[src/rtl/spi_pkg.sv]
// Shared types and helpers for the SPI target engine.
//   spi_lane_mode_e : single-lane or quad-lane transfer mode
//   spi_tgt_state_e : target FSM states
//   lane_drive()    : maps the head of a TX byte onto the DQ lanes
//   last_edge_cnt() : bit-counter value at the final rising edge of a byte
package spi_pkg;

    localparam int unsigned BYTE_W = 8;
    localparam int unsigned QUAD_W = 4;
    localparam int unsigned CNT_W  = 3;

    typedef enum logic {
        SPI_SINGLE = 1'b0,
        SPI_QUAD   = 1'b1
    } spi_lane_mode_e;

    typedef enum logic {
        ST_IDLE   = 1'b0,
        ST_ACTIVE = 1'b1
    } spi_tgt_state_e;

    // Single mode drives the MSB on lane 1 only; quad drives the high nibble.
    function automatic logic [QUAD_W-1:0] lane_drive(input logic [BYTE_W-1:0] b,
                                                     input spi_lane_mode_e    m);
        logic [QUAD_W-1:0] lanes;
        if (m == SPI_QUAD) begin
            lanes = b[BYTE_W-1 -: QUAD_W];
        end else begin
            lanes = {2'b00, b[BYTE_W-1], 1'b0};
        end
        return lanes;
    endfunction

    // 8 edges per byte in single mode, 2 in quad mode.
    function automatic logic [CNT_W-1:0] last_edge_cnt(input spi_lane_mode_e m);
        return (m == SPI_QUAD) ? CNT_W'(1) : CNT_W'(7);
    endfunction

endpackage

[src/rtl/spi_sync_edge.sv]
// Multi-flop synchroniser for one asynchronous input with registered
// single-cycle rise/fall pulses.
//   clk, rst_n : system clock, async active-low reset
//   din        : asynchronous input
//   rise, fall : one-cycle pulses, one cycle after the synchronised edge is seen
module spi_sync_edge #(
    parameter int unsigned STAGES    = 2,
    parameter logic        RESET_VAL = 1'b0
) (
    input  logic clk,
    input  logic rst_n,
    input  logic din,
    output logic rise,
    output logic fall
);

    logic [STAGES-1:0] pipe;
    logic              hist;

    // Synchroniser chain, history flop and registered edge pulses.
    always_ff @(posedge clk or negedge rst_n) begin
        if (!rst_n) begin
            pipe <= {STAGES{RESET_VAL}};
            hist <= RESET_VAL;
            rise <= 1'b0;
            fall <= 1'b0;
        end else begin
            pipe <= {pipe[STAGES-2:0], din};
            hist <= pipe[STAGES-1];
            rise <= pipe[STAGES-1] & ~hist;
            fall <= ~pipe[STAGES-1] & hist;
        end
    end

endmodule

[src/rtl/spi_target.sv]
// SPI target (slave) engine, mode 0, MSB first, single or quad lanes.
// Oversamples the master's cs_n/sclk/dq on clk; deserialises into a pulsed RX
// stream and serialises a valid/ready TX stream onto spi_dq_i.
//   spi_cs_n, spi_sclk, spi_dq_o, spi_dq_oen : master-side pins (asynchronous)
//   spi_dq_i                                 : target-driven data lanes
//   quad_en                                  : lane mode, captured at CS assertion
//   rx_data/rx_valid                         : received byte, one-cycle pulse
//   tx_data/tx_valid/tx_ready                : TX byte stream, ready is a pulse
//   busy, tx_underrun, quad_conflict         : status
// DWIDTH must be 4: single mode receives on lane 0 and transmits on lane 1.
import spi_pkg::*;

module spi_target #(
    parameter int unsigned DWIDTH      = 4,
    parameter int unsigned SYNC_STAGES = 2,
    parameter logic [7:0]  FILL_BYTE   = 8'hFF
) (
    input  logic              clk,
    input  logic              rst_n,
    input  logic              spi_cs_n,
    input  logic              spi_sclk,
    input  logic [DWIDTH-1:0] spi_dq_o,
    input  logic [DWIDTH-1:0] spi_dq_oen,
    output logic [DWIDTH-1:0] spi_dq_i,
    input  logic              quad_en,
    output logic [7:0]        rx_data,
    output logic              rx_valid,
    input  logic [7:0]        tx_data,
    input  logic              tx_valid,
    output logic              tx_ready,
    output logic              busy,
    output logic              tx_underrun,
    output logic              quad_conflict
);

    logic cs_rise, cs_fall;
    logic sclk_rise, sclk_fall;

    spi_sync_edge #(.STAGES(SYNC_STAGES), .RESET_VAL(1'b1)) u_cs_sync (
        .clk  (clk),
        .rst_n(rst_n),
        .din  (spi_cs_n),
        .rise (cs_rise),
        .fall (cs_fall)
    );

    spi_sync_edge #(.STAGES(SYNC_STAGES), .RESET_VAL(1'b0)) u_sclk_sync (
        .clk  (clk),
        .rst_n(rst_n),
        .din  (spi_sclk),
        .rise (sclk_rise),
        .fall (sclk_fall)
    );

    // Data and output-enable synchronisers; one stage deeper than the sclk
    // path is unnecessary because data is stable around the sampling edge.
    logic [SYNC_STAGES-1:0][DWIDTH-1:0] dq_pipe;
    logic [SYNC_STAGES-1:0][DWIDTH-1:0] oen_pipe;
    logic [DWIDTH-1:0]                  dq_s;
    logic [DWIDTH-1:0]                  oen_s;

    always_ff @(posedge clk or negedge rst_n) begin
        if (!rst_n) begin
            dq_pipe  <= '0;
            oen_pipe <= '0;
        end else begin
            dq_pipe  <= {dq_pipe[SYNC_STAGES-2:0], spi_dq_o};
            oen_pipe <= {oen_pipe[SYNC_STAGES-2:0], spi_dq_oen};
        end
    end

    assign dq_s  = dq_pipe[SYNC_STAGES-1];
    assign oen_s = oen_pipe[SYNC_STAGES-1];

    spi_tgt_state_e state_q, state_d;

    spi_lane_mode_e    mode_q, mode_d;
    logic [CNT_W-1:0]  bit_cnt_q, bit_cnt_d;
    logic              byte_done_q, byte_done_d;
    logic [BYTE_W-1:0] rx_shift_q, rx_shift_d;
    logic [BYTE_W-1:0] tx_shift_q, tx_shift_d;
    logic [DWIDTH-1:0] spi_dq_i_d;
    logic [7:0]        rx_data_d;
    logic              rx_valid_d, tx_ready_d, busy_d, tx_underrun_d, quad_conflict_d;

    logic [BYTE_W-1:0] rx_in;
    logic [BYTE_W-1:0] tx_shifted;
    logic [BYTE_W-1:0] tx_load;

    // State register.
    always_ff @(posedge clk or negedge rst_n) begin
        if (!rst_n) begin
            state_q <= ST_IDLE;
        end else begin
            state_q <= state_d;
        end
    end

    // Next state: CS deassertion wins over everything else.
    always_comb begin
        state_d = state_q;
        if (cs_rise) begin
            state_d = ST_IDLE;
        end else if ((state_q == ST_IDLE) && cs_fall) begin
            state_d = ST_ACTIVE;
        end
    end

    assign rx_in      = (mode_q == SPI_QUAD) ? {rx_shift_q[3:0], dq_s[3:0]}
                                             : {rx_shift_q[6:0], dq_s[0]};
    assign tx_shifted = (mode_q == SPI_QUAD) ? {tx_shift_q[3:0], 4'h0}
                                             : {tx_shift_q[6:0], 1'b0};
    assign tx_load    = tx_valid ? tx_data : FILL_BYTE;

    // Output/datapath next values.
    always_comb begin
        mode_d          = mode_q;
        bit_cnt_d       = bit_cnt_q;
        byte_done_d     = byte_done_q;
        rx_shift_d      = rx_shift_q;
        tx_shift_d      = tx_shift_q;
        spi_dq_i_d      = spi_dq_i;
        rx_data_d       = rx_data;
        rx_valid_d      = 1'b0;
        tx_ready_d      = 1'b0;
        tx_underrun_d   = 1'b0;
        quad_conflict_d = 1'b0;
        busy_d          = (state_d == ST_ACTIVE);

        if (cs_rise) begin
            // Abort: partial RX byte and any loaded TX byte are discarded.
            bit_cnt_d   = '0;
            byte_done_d = 1'b0;
            rx_shift_d  = '0;
            spi_dq_i_d  = '0;
        end else begin
            case (state_q)
                ST_IDLE: begin
                    if (cs_fall) begin
                        mode_d        = quad_en ? SPI_QUAD : SPI_SINGLE;
                        bit_cnt_d     = '0;
                        byte_done_d   = 1'b0;
                        rx_shift_d    = '0;
                        tx_shift_d    = tx_load;
                        tx_ready_d    = tx_valid;
                        tx_underrun_d = ~tx_valid;
                        spi_dq_i_d    = DWIDTH'(lane_drive(tx_load, mode_d));
                    end
                end
                ST_ACTIVE: begin
                    if (sclk_rise) begin
                        rx_shift_d      = rx_in;
                        quad_conflict_d = (mode_q == SPI_QUAD) && (|oen_s);
                        if (bit_cnt_q == last_edge_cnt(mode_q)) begin
                            bit_cnt_d   = '0;
                            byte_done_d = 1'b1;
                            rx_data_d   = rx_in;
                            rx_valid_d  = 1'b1;
                        end else begin
                            bit_cnt_d = bit_cnt_q + CNT_W'(1);
                        end
                    end else if (sclk_fall) begin
                        if (byte_done_q) begin
                            // Falling edge after a completed byte starts the next one.
                            byte_done_d   = 1'b0;
                            tx_shift_d    = tx_load;
                            tx_ready_d    = tx_valid;
                            tx_underrun_d = ~tx_valid;
                            spi_dq_i_d    = DWIDTH'(lane_drive(tx_load, mode_q));
                        end else begin
                            tx_shift_d = tx_shifted;
                            spi_dq_i_d = DWIDTH'(lane_drive(tx_shifted, mode_q));
                        end
                    end
                end
                default: begin
                    spi_dq_i_d = '0;
                end
            endcase
        end
    end

    // Datapath and output registers.
    always_ff @(posedge clk or negedge rst_n) begin
        if (!rst_n) begin
            mode_q        <= SPI_SINGLE;
            bit_cnt_q     <= '0;
            byte_done_q   <= 1'b0;
            rx_shift_q    <= '0;
            tx_shift_q    <= '0;
            spi_dq_i      <= '0;
            rx_data       <= '0;
            rx_valid      <= 1'b0;
            tx_ready      <= 1'b0;
            busy          <= 1'b0;
            tx_underrun   <= 1'b0;
            quad_conflict <= 1'b0;
        end else begin
            mode_q        <= mode_d;
            bit_cnt_q     <= bit_cnt_d;
            byte_done_q   <= byte_done_d;
            rx_shift_q    <= rx_shift_d;
            tx_shift_q    <= tx_shift_d;
            spi_dq_i      <= spi_dq_i_d;
            rx_data       <= rx_data_d;
            rx_valid      <= rx_valid_d;
            tx_ready      <= tx_ready_d;
            busy          <= busy_d;
            tx_underrun   <= tx_underrun_d;
            quad_conflict <= quad_conflict_d;
        end
    end

endmodule

[config.mk]
export PLATFORM = sky130hd
export DESIGN_NAME = spi_target
export DESIGN_NICKNAME = d
export VERILOG_FILES = /design/src/rtl/spi_pkg.sv /design/src/rtl/spi_sync_edge.sv /design/src/rtl/spi_target.sv
export SDC_FILE = /design/constraint.sdc
export NUM_CORES = 1
export LEC_CHECK = 0
export ABC_CLOCK_PERIOD_IN_PS = 2500
export CAP_MARGIN = 20
export CORE_ASPECT_RATIO = 1.2
export CORE_MARGIN = 10
export CORE_UTILIZATION = 31
export CTS_CLUSTER_SIZE = 25
export DETAILED_ROUTE_END_ITERATION = 8
export PLACE_DENSITY = 0.5
export SLEW_MARGIN = 10
export SYNTH_ARGS = -nofsm -noshare
export SYNTH_HDL_FRONTEND = slang
export SYNTH_HIERARCHICAL = 1
export SYNTH_SLANG_ARGS = --single-unit
[constraint.sdc]
create_clock -name clk -period 2.5 [get_ports clk]
set_clock_uncertainty 0.05 [all_clocks]
set_input_delay 0.25 -clock clk [delete_from_list [all_inputs] [get_ports clk]]
set_output_delay 0.25 -clock clk [all_outputs]
set_load 0.005 [all_outputs]
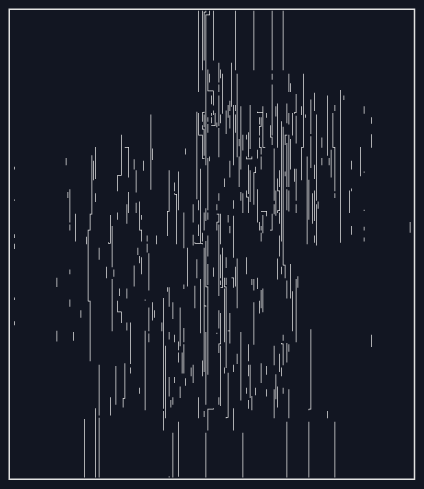
Fig. 1. Met2 routing.
Scale: 4 px per µm.
The longest straight run is 38.1 µm. The wires run mostly vertical. The layer holds 46% of the routed length. The layer carries 2220 µm of wire.

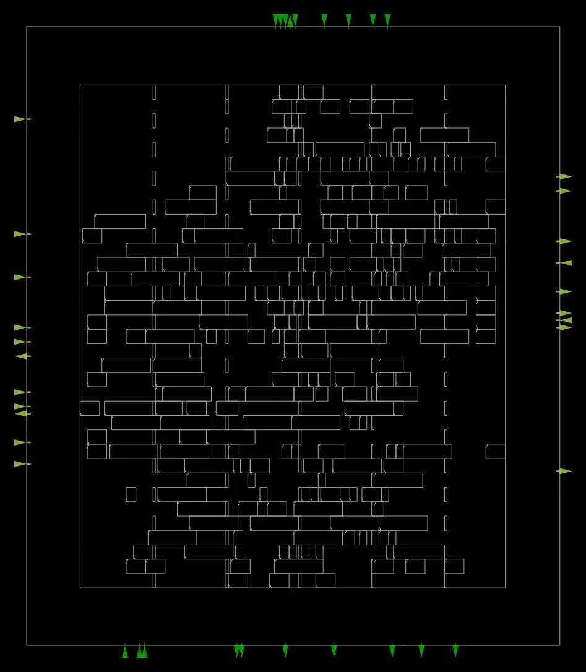
Fig. 2. Cell placement.
fraction of area in registers: 0.497
Floorplan Core Area: 7660 µm²
Fill cells: 723
total number of placement rows: 35
number of non-filler instances in the completed layout: 352

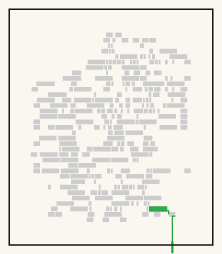
Fig. 3. Port wiring.
Scale: 2 px per µm.
Key: rx_valid = green [bits 1, direction output, edge bottom, end cells 1, buffers 1, wire 17.8 µm]

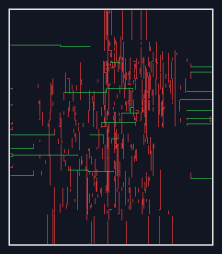
Fig. 4. Wiring by layer.
Scale: 2 px per µm. Only two layers are drawn.
Key: metal 2 = red [wire length 2220 µm]; metal 3 = green [wire length 321 µm]

==> results_tabular.tex <==
% Auto-generated results table
\begin{tabular}{lr}
\hline
Metric & Value \\
\hline
\multicolumn{2}{l}{\textbf{Yosys}} \\
\quad Net count after synthesis & 233 \\
\quad Share of synthesized area spent on multiplexers & 0.0585 \\
\quad Count of yosys warnings during synthesis & 6 \\
\quad Syn Std Cell Area & 2440 µm² \\
\quad Post-synthesis cell count from yosys & 210 \\
\quad Cell type with the largest total area after synthesis & sky130\_fd\_sc\_hd\_\_dfrtp\_1 \\
\quad Synthesized-area fraction occupied by xor and xnor cells & 0 \\
\quad Area fraction in compound gates after synthesis & 0.140 \\
\quad Simple-gate area share of the yosys netlist & 0.125 \\
\quad Chip area line of the yosys report & 2440 µm² \\
\quad Cell variety after synth & 34 \\
\quad Flops after synth & 62 \\
\quad Top cells by area & sky130\_fd\_sc\_hd\_\_dfrtp\_1 61\%, sky130\_fd\_sc\_hd\_\_nand2\_1 5.1\%, sky130\_fd\_sc\_hd\_\_mux2i\_1 4.9\% \\
\quad Post-Synthesis Cells & 210 \\
\quad Top cell area share & 0.606 \\
\quad Sequential cell area fraction in the yosys report & 0.638 \\
\quad Post-Syn Area per Cell & 11.6 µm² \\
\quad Logic family by area & AND-OR/OR-AND gates \\
\quad Adder-cell share of the synthesized area & 0.00513 \\
\multicolumn{2}{l}{\textbf{Final layout}} \\
\quad Comb. cell area & 801 µm² \\
\quad Fraction of layout instances using a drive strength above 1 & 0.104 \\
\quad Core Util, Final & 0.409 \\
\quad Area growth, synth to finish & 28.5\% \\
\quad Most common logic cell in the routed design & sky130\_fd\_sc\_hd\_\_dfrtp\_1 \\
\quad Design Area, Final & 3130 µm² \\
\quad FF+latch area & 1560 µm² \\
\quad Antenna diode count & 0 \\
\multicolumn{2}{l}{\textbf{Routing}} \\
\quad Violation tally from detailed-route iteration zero & 56 \\
\quad Total routed wirelength & 4.81 mm \\
\quad Router iterations before antenna repair & 4 \\
\quad Average wire per standard cell & 13.7 µm \\
\quad Post-route antenna net violation count & 0 \\
\quad Vias per Instance & 4.69 \\
\quad Remaining design rule violation count & 0 \\
\quad Total via count after detailed routing & 1650 \\
\multicolumn{2}{l}{\textbf{Min path}} \\
\quad Min-Delay Startpoint & spi\_cs\_n \\
\quad Hold Path Depth & 1 \\
\quad Worst Hold Class & primary input to flop \\
\quad Hold EP & u\_cs\_sync/pipe[0] \\
\multicolumn{2}{l}{\textbf{Place}} \\
\quad Placement-stage worst setup slack & 686 ps \\
\quad Cell Count Post-Placement & 335 \\
\quad Port Buffer Count & 38 \\
\quad Area after DPL & 2920 µm² \\
\quad Final weighted congestion in routability-driven placement & 0.775 \\
\quad Sum of net half-perimeters after detailed placement & 3.48 mm \\
\multicolumn{2}{l}{\textbf{Global route}} \\
\quad Initial antenna violation count & 0 \\
\quad GRT Resource Usage Total & 0.0896 \\
\quad Wire length of the first global-routing pass & 8.27 mm \\
\quad Largest net degree at the start of global routing & 34 \\
\quad Number of global-route vias before repair & 1683 \\
\quad Global route total overflow & 0 \\
\multicolumn{2}{l}{\textbf{Floorplanning}} \\
\quad Init Core Util & 0.318 \\
\quad Io pins & 39 \\
\quad Die boundary width & 101 µm \\
\quad Die footprint & 11800 µm² \\
\quad Floorplan die height & 117 µm \\
\multicolumn{2}{l}{\textbf{Critical path}} \\
\quad Number of buffer and inverter stages on the critical path & 1 \\
\quad Worst Setup End Kind & primary output \\
\quad Cell with the biggest individual delay on the critical path & sky130\_fd\_sc\_hd\_\_clkdlybuf4s50\_1 \\
\quad CP Launch Type & flop \\
\quad Timing endpoint of the critical path & busy \\
\quad Depth of the worst register-to-register path & 3 \\
\quad Beginning of the critical path & busy \\
\quad CP delay by family, top & buffers and inverters \\
\quad Classification of the worst setup path & flop to primary output \\
\quad Reg2reg setup slack & 720 ps \\
\quad Slowest Stage Delay on Critical Path & 610 ps \\
\quad Data arrival time at the worst-slack endpoint & 1490 ps \\
\quad Startpoint of the lowest-slack register-to-register path & mode\_q \\
\quad Largest fanout of any net on the critical path & 15 \\
\quad Required time at the endpoint of the critical path & 2200 ps \\
\quad Depth of the critical timing path with buffers and inverters included & 1 \\
\quad R2r endpoint & rx\_data[0] \\
\quad Critical-path cell list & clkdlybuf4s50\_1 \\
\multicolumn{2}{l}{\textbf{STA}} \\
\quad Fraction of the cycle the final worst path needs & 0.717 \\
\quad Worst setup margin & 708 ps \\
\quad Setup Total Neg Slack & 0 ps \\
\quad Post-route worst hold slack & 276 ps \\
\quad Final Max Tran Viols & 0 \\
\quad Final setup violation count & 0 \\
\quad Transition at the pin with the smallest max-transition slack & 673 ps \\
\quad Min Clock Period, post-route & 1790 ps \\
\quad F\_max & 0.558 GHz \\
\quad Unrepaired setup endpoints after global routing & no \\
\quad Max\_slew headroom & 0.551 \\
\quad Final-report hold violation count & 0 \\
\multicolumn{2}{l}{\textbf{Clock network}} \\
\quad Cell resize tally after clock tree synthesis & 0 \\
\quad Post-CTS setup buffer count & 0 \\
\quad Clock Latency Late Sink & 330 ps \\
\quad Clock tree root driver cell & sky130\_fd\_sc\_hd\_\_clkbuf\_8 \\
\quad Total clock buffers created by CTS & 9 \\
\quad Maximum buffer depth of the clock tree & 2 \\
\quad CTS tree & built \\
\quad Hold-fix buffers at CTS & 1 \\
\quad H-tree Lvls & 3 \\
\quad Clock slew at the register clock pins of the worst setup and hold paths & 60 ps \\
\quad Number of clock sinks seen by CTS & 62 \\
\multicolumn{2}{l}{\textbf{Flow run}} \\
\quad Number of warnings in the stage logs & 26 \\
\quad Max\_cap viols & 0 \\
\multicolumn{2}{l}{\textbf{Status}} \\
\quad Run status & finished, final reports clean \\
\multicolumn{2}{l}{\textbf{Power}} \\
\quad Pwr/cell area & 774 nW/µm² \\
\quad Overall Power & 2.42 mW \\
\quad Worst vdd rail ir drop & 426 µV \\
\quad Total leakage power & 1.38 nW \\
\hline
\end{tabular}
## final cells by class
| cell class | instances | share of cell area |
|---|---|---|
| multi-input cells | 132 | 0.256 |
| flip-flops and latches | 62 | 0.497 |
| well taps | 92 | 0.0368 |
| inverters | 7 | 0.00839 |
| clock buffers | 15 | 0.0563 |
| clock inverters | 1 | 0.00959 |
| repair buffers | 43 | 0.137 |
## flip-flops by register name, summed over array words and instances, names as in the netlist, 2 cells and up
name	flops
oen_pipe	4
dq_pipe	4
bit_cnt_q	3
tx_shift_q	7
oen_s	4
dq_s	4
u_cs_sync/pipe	2
rx_shift_q	7
u_sclk_sync/pipe	2
rx_data	8
spi_dq_i	4
## kinds of logic (layout without fill, tap and decap cells)
logic type | after synthesis | in the layout
DFF | 62 | 62
AOI/OAI and AO/OA | 55 | 55
buffers and inverters | 16 | 66
adders and majority gates | 1 | 1
and+or+nand+nor | 62 | 62
muxes | 14 | 14
## synthesized netlist by cell type (all sizes together)
master	number
o21a	1
nor2b	6
a22oi	2
mux2	2
buf	8
dfstp	3
nand2	33
and2b	2
inv	7
clkbuf	1
nor4	1
o211ai	1
mux2i	12
o22ai	2
a211oi	5
and3b	3
a21oi	6
ha	1
o31ai	1
nor3	3
a31oi	3
nand2b	7
nor3b	1
a32o	2
dfrtp	59
nor2	6
a21o	1
a22o	1
o21ai	30
## metal layers
layer / part of all wire / track usage / up-vias / wire, µm
met5: 0 / 0 / - / 0
met4: 0.0092 / 0.0447 / 0 / 44
met3: 0.067 / 0.0382 / 2 / 321
met2: 0.46 / 0.130 / 34 / 2220
met1: 0.46 / 0.112 / 798 / 2220
li1: - / - / 816 / -
## power by group
part | total [mW] | internal, mW | switching, mW
registers | 1.18 | 1.10 | 0.0820
logic | 0.343 | 0.180 | 0.163
clock network | 0.898 | 0.544 | 0.354
No activity file was given, so power comes from the tool's default toggle rates.
